**Gate-type map**

The bar under the picture is 20 um long.
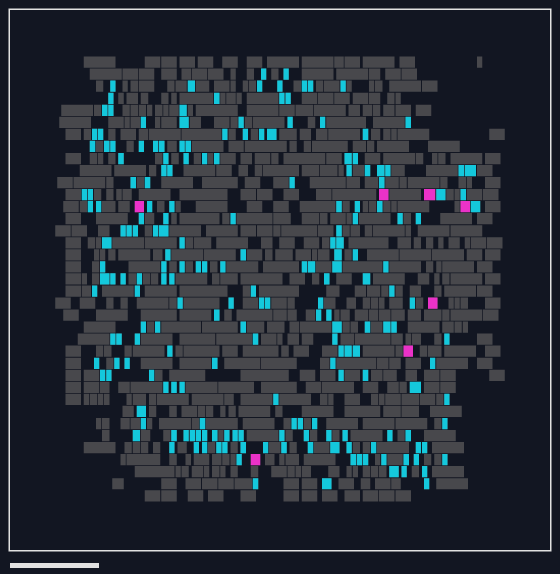
**Signal wires on met3**

The bar under the picture is 20 um long.
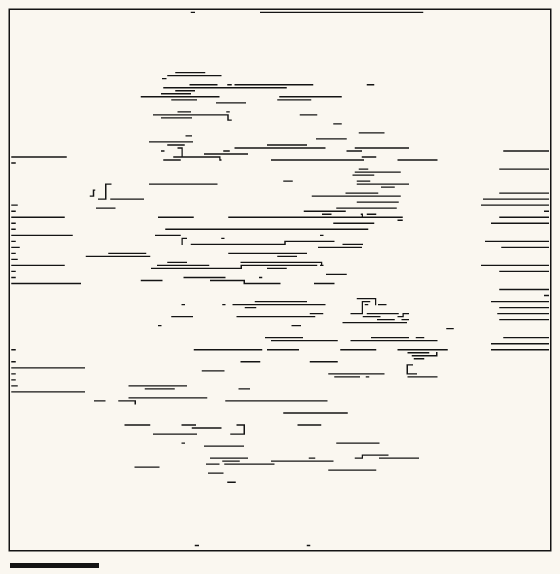
**Cell density map**

12 x 12 tiles, from black (low) to pale yellow (high), 0 to 100% covered.
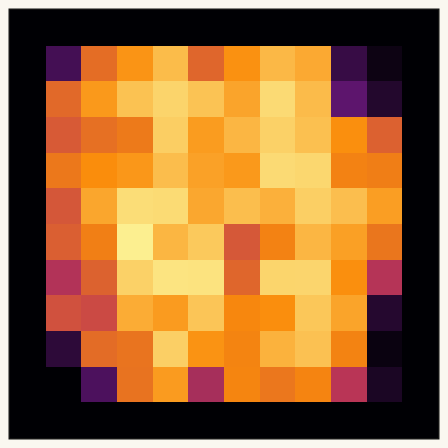
**Cell placement**

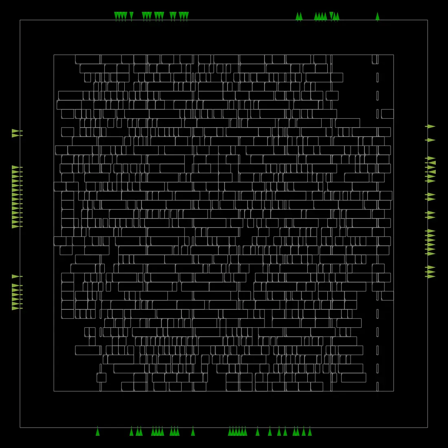
**Port wiring**

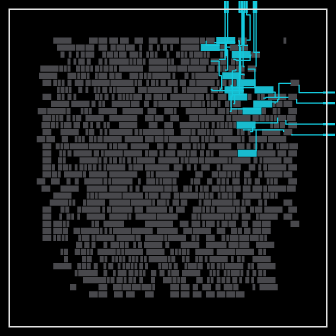
==> config.mk <==
export PLATFORM = sky130hd
export DESIGN_NAME = dr_alm_log_encoder
export DESIGN_NICKNAME = d
export VERILOG_FILES = /design/src/rtl/dr_alm_pkg.sv /design/src/rtl/dr_alm_lod_pe.sv /design/src/rtl/dr_alm_log_encoder.sv
export SDC_FILE = /design/constraint.sdc
export NUM_CORES = 1
export LEC_CHECK = 0
export CAP_MARGIN = 10
export CORE_MARGIN = 10
export CORE_UTILIZATION = 59
export CTS_BUF_LIST = sky130_fd_sc_hd__clkbuf_16
export DETAILED_ROUTE_END_ITERATION = 8
export GPL_TIMING_DRIVEN = 0
export PLACE_DENSITY = 0.87
export REMOVE_ABC_BUFFERS = 1
export SYNTH_ARGS = -nofsm -noshare
export SYNTH_HDL_FRONTEND = slang
export SYNTH_SLANG_ARGS = --single-unit
==> constraint.sdc <==
create_clock -name clk -period 3.7 [get_ports clk]
set_input_delay 0.555 -clock clk [delete_from_list [all_inputs] [get_ports clk]]
set_output_delay 0.555 -clock clk [all_outputs]
set_load 0.01 [all_outputs]
==> flow_metrics.py <==
# Synthesis and PnR figures
metrics = {
    "timing": {
        "hold_violations": 0,
        "fin_setup_tns_ns": 0,
        "hold-worst-slack_ns": 0.4613,
        "worst_slew_pin_slew_ns": 1.158,
        "max_freq_mhz": 374.8,
        "rsz0062_at_grt": "false",
        "finalSetupViolCount": 0,
        "period_used_pct": 72.11,
        "final.setup_skew_ns": 0.01019,
        "maxSlewHeadroom_pct": 22.68,
        "drv_slew": 0,
        "period_needed_ns": 2.668,
    },
    "worst_setup_path": {
        "path_depth": 7,
        "start_kind": "primary input",
        "cp_slowest_cell": "or3_1",
        "reg2reg_slack_ns": 1.09,
        "r2r_cells": 6,
        "worstPathBufferInverterCount": 1,
        "setup.worst_path.end_class": "flop",
        "crit_chain": "clkdlybuf4s50_1 > nand2b_1 > nand2_1 > or3_1 > nor4_1 > a32oi_1 > o21ai_0",
        "worst_path_largest_cell_delay_ns": 0.64,
        "worstPathArrival_ns": 2.94,
        "cp_top_family": "simple AND/OR/NAND/NOR gates",
        "required_ns": 3.98,
        "worstPathMaxFanout": 28,
        "crit_type": "in -> reg",
    },
    "cts": {
        "clk_pin_slew_worst_paths_ns": 0.07,
        "hold_buffers": 0,
        "cts_buffer_depth": 2,
        "htreeDepth": 3,
        "cts_resized": 0,
        "postCtsSetupBuffers": 0,
        "root_buffer": "clkbuf_16",
        "clock.latency.late_pin_ns": 0.35,
        "cts_sinks": 101,
        "cts_made_buffers": 9,
        "tritoncts": "built",
    },
    "pwr": {
        "powerDensity_nw_per_um2": 389.2,
        "p_leak_uw": 0.002673,
        "switching_share_pct": 27.51,
        "p_comb_share_pct": 18.6,
        "p_clk_share_pct": 37.4,
        "p_switching_uw": 789.2,
        "intPower_uw": 2080,
        "vdd_ir_drop_max_v": 0.0002161,
        "seqPwrFrac_pct": 44.0,
    },
    "synthesis": {
        "yosys_area_um2": 6131,
        "synthFlopType": "dfxtp_1",
        "yosysWarningCount": 0,
        "seq_area_frac_synth_pct": 32.98,
        "synth-edff-count": 0,
        "ys_cells": 775,
        "syn_area_per_cell_um2": 7.911,
        "synthCells": 775,
        "synthArstFlopShare_pct": 0,
        "ys.flops": 101,
        "synthesis.area_um2": 6131,
        "ys_types": 47,
    },
    "flow_run": {
        "tool_warnings": 25,
        "cap_viol_max_count": 0,
    },
    "detailed_routing": {
        "drt-initial-drc-count": 677,
        "viasPerCell": 6.369,
        "drc": 0,
        "drtPass1Iterations": 6,
        "detail_route.wl_per_cell_um": 18.36,
        "antenna_left": 0,
    },
    "grt": {
        "grtUsageTotal_pct": 22.98,
        "grt_max_degree": 94,
        "grt_pass1_wl_um": 28550,
        "grt_pass1_vias": 5754,
        "grt_overflow": 0,
        "antenna_found_initial": 0,
    },
    "final_layout": {
        "syn_to_final_growth_pct": 20.27,
        "n_antenna_cell": 0,
        "layout.nets": 891,
        "final_cell_mix": "177 x nand2_1, 102 x a21oi_1, 99 x dfxtp_1",
        "layout-drive-gt1-share_pct": 7.618,
    },
    "place": {
        "place_hpwl_um": 12500,
        "gp_congestion": 0.9287,
    },
    "floorplan": {
        "die-height_um": 121.9,
        "die_width_um": 121.9,
        "fp-utilization_pct": 59.92,
        "rows": 37,
        "die-area_um2": 14870,
    },
    "run_status": {
        "status": "completed",
    },
    "worst_hold_path": {
        "worstHoldPathCells": 2,
        "hold_class": "reg -> reg",
    },
}
-- 'gate-type map' (at the start) --
| family | colour | cells |
|---|---|---|
| and/or cells | magenta | 7 |
| nand cells | cyan | 204 |
final non-filler cell total: 963
logic share of the area: 51.11%
most numerous logic cell after layout: nand2_1

-- 'signal wires on met3' (at the start) --
share of all routed wire: 9.1%
longest straight run: 45.5 um
nets with wire on the layer: 158
GR Util met3: 3.839%
DRT Wirelength: 17,680 um
vias: 6,133

-- 'cell density map' (at the start) --
tiles over 75% full: 39%
nearly empty tiles: 31%
fullest tile: 97%
mean over tiles: 48%
CORE AREA: 10,230 um2
Final Util: 72.07%

-- 'cell placement' (at the start) --
# Taps: 136
Fillers: 777

-- 'port wiring' (at the start) --
| port | colour | bits | direction | end cells | buffers | wire |
|---|---|---|---|---|---|---|
| `LC_OP_B_wire` | cyan | 12 | output | 12 | 12 | 429 um |
number of I/O port buffers: 94
num ports: 96

-- per-layer routing --
| layer | wire [um] | global-route usage (%) | vias up |
|---|---|---|---|
| met5 | 0 | 0 | - |
| met1 | 7390 | 30.69 | 2869 |
| met2 | 8218 | 36.27 | 340 |
| met3 | 1605 | 3.839 | 46 |
| li1 | - | - | 2878 |
| met4 | 466 | 9.165 | 0 |
-- worst min-delay path, cell delays in order, from the launching register on --
cell and delay, ns:
dfxtp_1 0.31, nand2_1 0.05, a21oi_1 0.05
-- cell usage after synthesis, types with 4 or more instances --
cell	instances	area [um2]
a211oi_1	10	75.07
a21oi_1	102	510.5
a311oi_1	4	35.03
a31oi_1	9	56.30
a32oi_1	6	52.55
buf_1	6	22.52
buf_2	13	65.06
clkbuf_1	36	135.1
dfxtp_1	101	2022
inv_1	16	60.06
mux2_2	14	157.7
mux2i_1	50	500.5
mux4_1	4	105.1
mux4_2	23	518.0
nand2_1	178	668.1
nand2b_1	8	50.05
nand3_1	12	60.06
nand4_1	4	25.02
nor2_1	49	183.9
nor2b_1	5	31.28
nor3_1	16	80.08
nor3b_1	8	60.06
nor4_1	17	106.4
o211ai_1	5	37.54
o21a_1	4	30.03
o21ai_0	36	180.2
o31ai_1	6	45.04
-- layout make-up --
| type | instances | area, um2 |
|---|---|---|
| clock buffers | 9 | 225.2 |
| clock inverters | 6 | 111.4 |
| fillers | 777 | 2858 |
| inverters | 18 | 67.56 |
| multi-input cells | 596 | 3769 |
| flip-flops and latches | 101 | 2024 |
| well taps | 136 | 170.2 |
| repair buffers | 97 | 1006 |
-- per-stage QoR --
step	cell area (um2)	total power, uW	std cells	setup WS (ns)	utilization [%]
floorplan	5854	1555	715	0.9153	-
finish	7373	2869	963	1.032	72.07
global route	7373	2969	963	0.8904	72.07
CTS	7346	2853	962	1.060	71.80
global placement	6965	1777	945	-0.9867	68.08
detailed placement	7009	1796	947	0.7681	68.51
-- power by group through the flow --
stage                     Sequential [uW]  Clock, uW  Combinational (uW)
final                                1260       1070                 533
after global routing                 1270       1120                 577
after CTS                            1260       1070                 514
after detailed placement             1290          0                 508
after global placement               1280          0                 495
after floorplan                      1260          0                 296
-- cells by family (layout without fill, tap and decap cells) --
logic type             count (synthesis)  after routing  share of synthesized area [%]
AND/OR/NAND/NOR                      306            306                          21.59
other                                  1              1                        0.06117
flip-flops                           101            101                          32.98
AND-OR/OR-AND                        198            198                          18.86
multiplexers                          91             91                          20.90
buffers and inverters                 78            130                          5.612
Power figures rest on the tool's default switching activity, not on a simulated workload.
